==> images/final_clocks.png <==
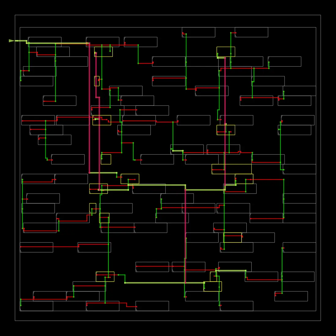
==> images/registers.png <==
Bar = 20 µm.
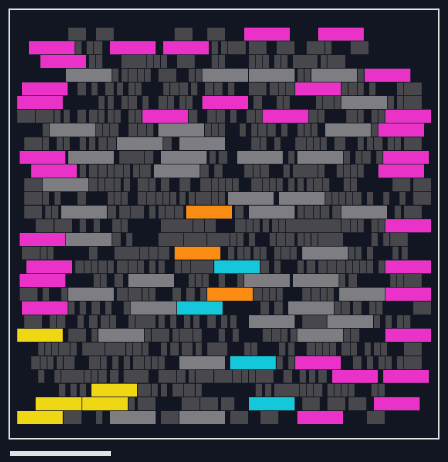
==> config.mk <==
export PLATFORM = sky130hd
export DESIGN_NAME = fifo_word_packer
export DESIGN_NICKNAME = d
export VERILOG_FILES = /design/src/rtl/fifo_word_packer_pkg.sv /design/src/rtl/fifo_idle_timer.sv /design/src/rtl/fifo_word_packer.sv
export SDC_FILE = /design/constraint.sdc
export NUM_CORES = 1
export LEC_CHECK = 0
export ABC_AREA = 1
export CORE_UTILIZATION = 60
export CTS_CLUSTER_SIZE = 30
export DETAILED_ROUTE_END_ITERATION = 16
export PLACE_DENSITY_LB_ADDON = 0.12
export SYNTH_ARGS = -nofsm -noshare
export SYNTH_HDL_FRONTEND = slang
export SYNTH_HIERARCHICAL = 1
export SYNTH_SLANG_ARGS = --single-unit
==> constraint.sdc <==
create_clock -name clk -period 7.9 [get_ports clk]
set_input_delay 2.37 -clock clk [delete_from_list [all_inputs] [get_ports clk]]
set_output_delay 2.37 -clock clk [all_outputs]
set_load 0.05 [all_outputs]
==> flow_metrics.tcl <==
# implementation run metrics
set metrics [dict create \
    final_replace_weighted_congestion 0.817 \
    critical-path-slowest-cell "clkdlybuf4s50_1" \
    hp-class "flop to flop" \
    route.met2.wl_mm 4.98 \
    number_of_global_route_vias_before_repair 3705 \
    post_drt_via_cell_ratio 5.67 \
    outcome "completed" \
    chip_area_mm2 0.00723 \
    unrepaired_setup_endpoints_after_global_routing "no" \
    numSynthFlops 81 \
    crit_family "buffers and inverters" \
    buf_inv_on_cp 3 \
    detail_route.first_pass.iterations 6 \
    final_setup_viols 0 \
    cts.reportedPaths.clkPinSlew_ns 0.08 \
    min_tclk_post_route_ns 6.39 \
    drv.max_cap_violation_count 0 \
    dr.max_layer_used "met4" \
    dp_wirelength_mm 6.46 \
    crit_required_ns 5.53 \
    worst_pin_slew_ns 0.957 \
    arr_time_crit_path_ns 4.02 \
    wire_per_inst_um 14.9 \
    fp_density_pct 63.7 \
    grt.overflow.total 0 \
    post_synth_instance_area_mm2 0.00414 \
    seq_area_frac_synth_pct 49.0 \
    hold_buffers 0 \
    endpoint_kind "output pin" \
    clock_tree.htree_level_count 3 \
    clockBufferDepth 2 \
    path_depth 5 \
    area.growth.synth_to_final_pct 16.8 \
    placed_cell_area_mm2 0.00464 \
    timing_hold_violations_final 0 \
    worst_r2r_path_depth 12 \
    post_cts_resize_count 0 \
    core_region_mm2 0.00649 \
    finish.net_count 615 \
    achievable-frequency_ghz 0.157 \
    worst_setup_path_start_kind "input port" \
    drive_above_1_share_pct 5.98 \
    drcViolationCount 0 \
    placed_cells_incl_taps 663 \
    port_buffers 51 \
    antenna-diode-count 0 \
    synth_cell_types 27 \
    rrSetupSlack_ns 4.46 \
    warning_count 28 \
    die_x_um 85.0 \
    largest_fanout_on_the_critical_path 2 \
    cts_tree "done" \
    drtIter0Drc 378 \
    finalInstanceArea_mm2 0.00483 \
    drt-total-wl_mm 10.1 \
    critical-path-max-stage-delay_ns 0.84 \
    die_h_um 85.0 \
    groute.usage.overall_pct 30.2 \
    synth_stat.cells 557 \
    number_of_antenna_violations_at_the_first_check_in_global_routing 0 \
    p_leak_nw 2.55 \
    final_min_period_over_clock_period_pct 80.9 \
    relSlewSlack_pct 36.2 \
    dr_wl_met3_um 554 \
    post_cts.repair.setup_buffers 0 \
    design.portCount 52 \
    criticalPathCategory "input port to output pin" \
    cpMostUsedCell "clkdlybuf4s50_1" \
    yosys.stat.chipArea_mm2 0.00414 \
    power.density_mw_per_mm2 408 \
    core_rows 29 \
    postSynthAreaPerCell_um2 7.43 \
    sum_of_negative_setup_slack_ns 0 \
    clock-root-buffer "clkbuf_8" \
    ys.warnings.count 6 \
    route.vias.total 3849 \
    wl_met1_mm 4.39 \
    vdd.ir_drop.worst_v 0.000219 \
    maxSlewViolCount 0 \
    route.antenna.remaining_nets 0 \
    wire_length_of_the_first_global_routing_pass_mm 17.1 \
    crit_path_cell_trace "clkdlybuf4s50_1 -> inv_2 -> nand4_1 -> a31oi_1 -> clkdlybuf4s50_1" \
    synth_nets 575 \
    holdPathStages 2 \
    stdcell_count 679 \
    largest_net_degree_at_the_start_of_global_routing 77 \
    post_synthesis_cell_count 557 \
]
About final_clocks.png:
worst-skew pair later-pin latency: 0.36 ns
cts bufs inserted: 9
number of sinks driven by the clock tree: 81
Final Skew: 0.00514 ns
flip-flops: 81

About registers.png:
- yellow: u_idle_timer/cnt_q (flops 5; where south-west)
- orange: lane_cnt_q (flops 3)
- cyan: out_keep (flops 4; where south)
- magenta: out_data (flops 32; where widely spread)
Flop area: 0.00203 mm²
share of the final layout cell area in sequential cells: 41.9%
final standard cell utilization of the core: 74.4%

placed cells by master (no fill, tap or decap):
| cell | netlist | routed |
|---|---|---|
| nand2_1 | 243 | 243 |
| dfrtp_1 | 81 | 81 |
| nand3_1 | 67 | 67 |
| clkdlybuf4s50_1 | 0 | 51 |
| inv_1 | 51 | 50 |
| o21ai_0 | 32 | 32 |
| nor2_1 | 10 | 10 |
| clkbuf_8 | 0 | 10 |
| nand4_1 | 9 | 9 |
| inv_2 | 7 | 8 |
| o22ai_1 | 8 | 8 |
| ha_1 | 5 | 5 |
| nor2_2 | 3 | 3 |
| a21oi_1 | 3 | 3 |
| buf_4 | 1 | 3 |
| nor2_4 | 2 | 2 |
| nand3_2 | 2 | 2 |
| nor3_1 | 2 | 2 |
| clkinvlp_4 | 0 | 2 |
| clkinv_2 | 0 | 2 |
| nand3_4 | 1 | 1 |
| nand2_2 | 1 | 1 |
| nand2_4 | 1 | 1 |
| xnor2_1 | 1 | 1 |
| a31oi_1 | 1 | 1 |
| o21ai_1 | 1 | 1 |
| clkbuf_1 | 10 | 1 |
| bufinv_16 | 0 | 1 |
| and3_1 | 1 | 1 |
tightest hold or removal path: cells and delay by family (launching register included):
| family | cells | cell delay (ns) |
|---|---|---|
| DFF | 1 | 0.35 |
| and+or+nand+nor | 2 | 0.09 |
layer usage:
metal  global-route usage (%)  up-vias
met4                     14.6        0
met5                        0        -
met3                     4.28       18
li1                         -     1836
met1                     40.2     1845
met2                     48.9      150
cells in the mapped netlist, drive strengths merged:
cell type	count	area [µm²]
nand2	245	930
dfrtp	81	2030
nand3	70	373
inv	58	218
o21ai	33	165
buf	15	92.6
nor2	15	78.8
clkbuf	10	37.5
nand4	9	56.3
o22ai	8	50.1
ha	5	62.6
a21oi	3	15.0
nor3	2	10.0
a31oi	1	6.26
and3	1	6.26
xnor2	1	8.76
area by class of cell:
type	instances	area, µm²
clock buffers	11	141
fillers	489	1660
inverters	58	218
multi-input cells	393	1760
flip-flops and latches	81	2030
clock inverters	5	55.1
well taps	77	96.3
repair buffers	54	533
metrics by stage:
step	power, mW	hold slack [ns]	setup slack [ns]	utilization, %
final	1.97	0.470	1.51	74.4
after global routing	2.10	0.497	1.41	74.4
after CTS	1.97	0.478	1.52	74.4
after detailed placement	1.66	0.458	1.52	71.4
after global placement	1.63	0.454	1.55	71.4
after floorplan	1.38	0.495	0.479	-
power breakdown:
part	switching (mW)	internal (mW)
combinational	0.718	0.296
clock	0.157	0.154
sequential	0.0965	0.552
total	0.971	1.00
kinds of logic after synthesis:
group | share of synthesized area [%]
flops | 49.0
buf+inv | 8.41
xor+xnor | 0.212
compound gates | 5.72
fa+ha+maj | 1.51
simple gates | 35.1
Power figures rest on the tool's default switching activity, not on a simulated workload.
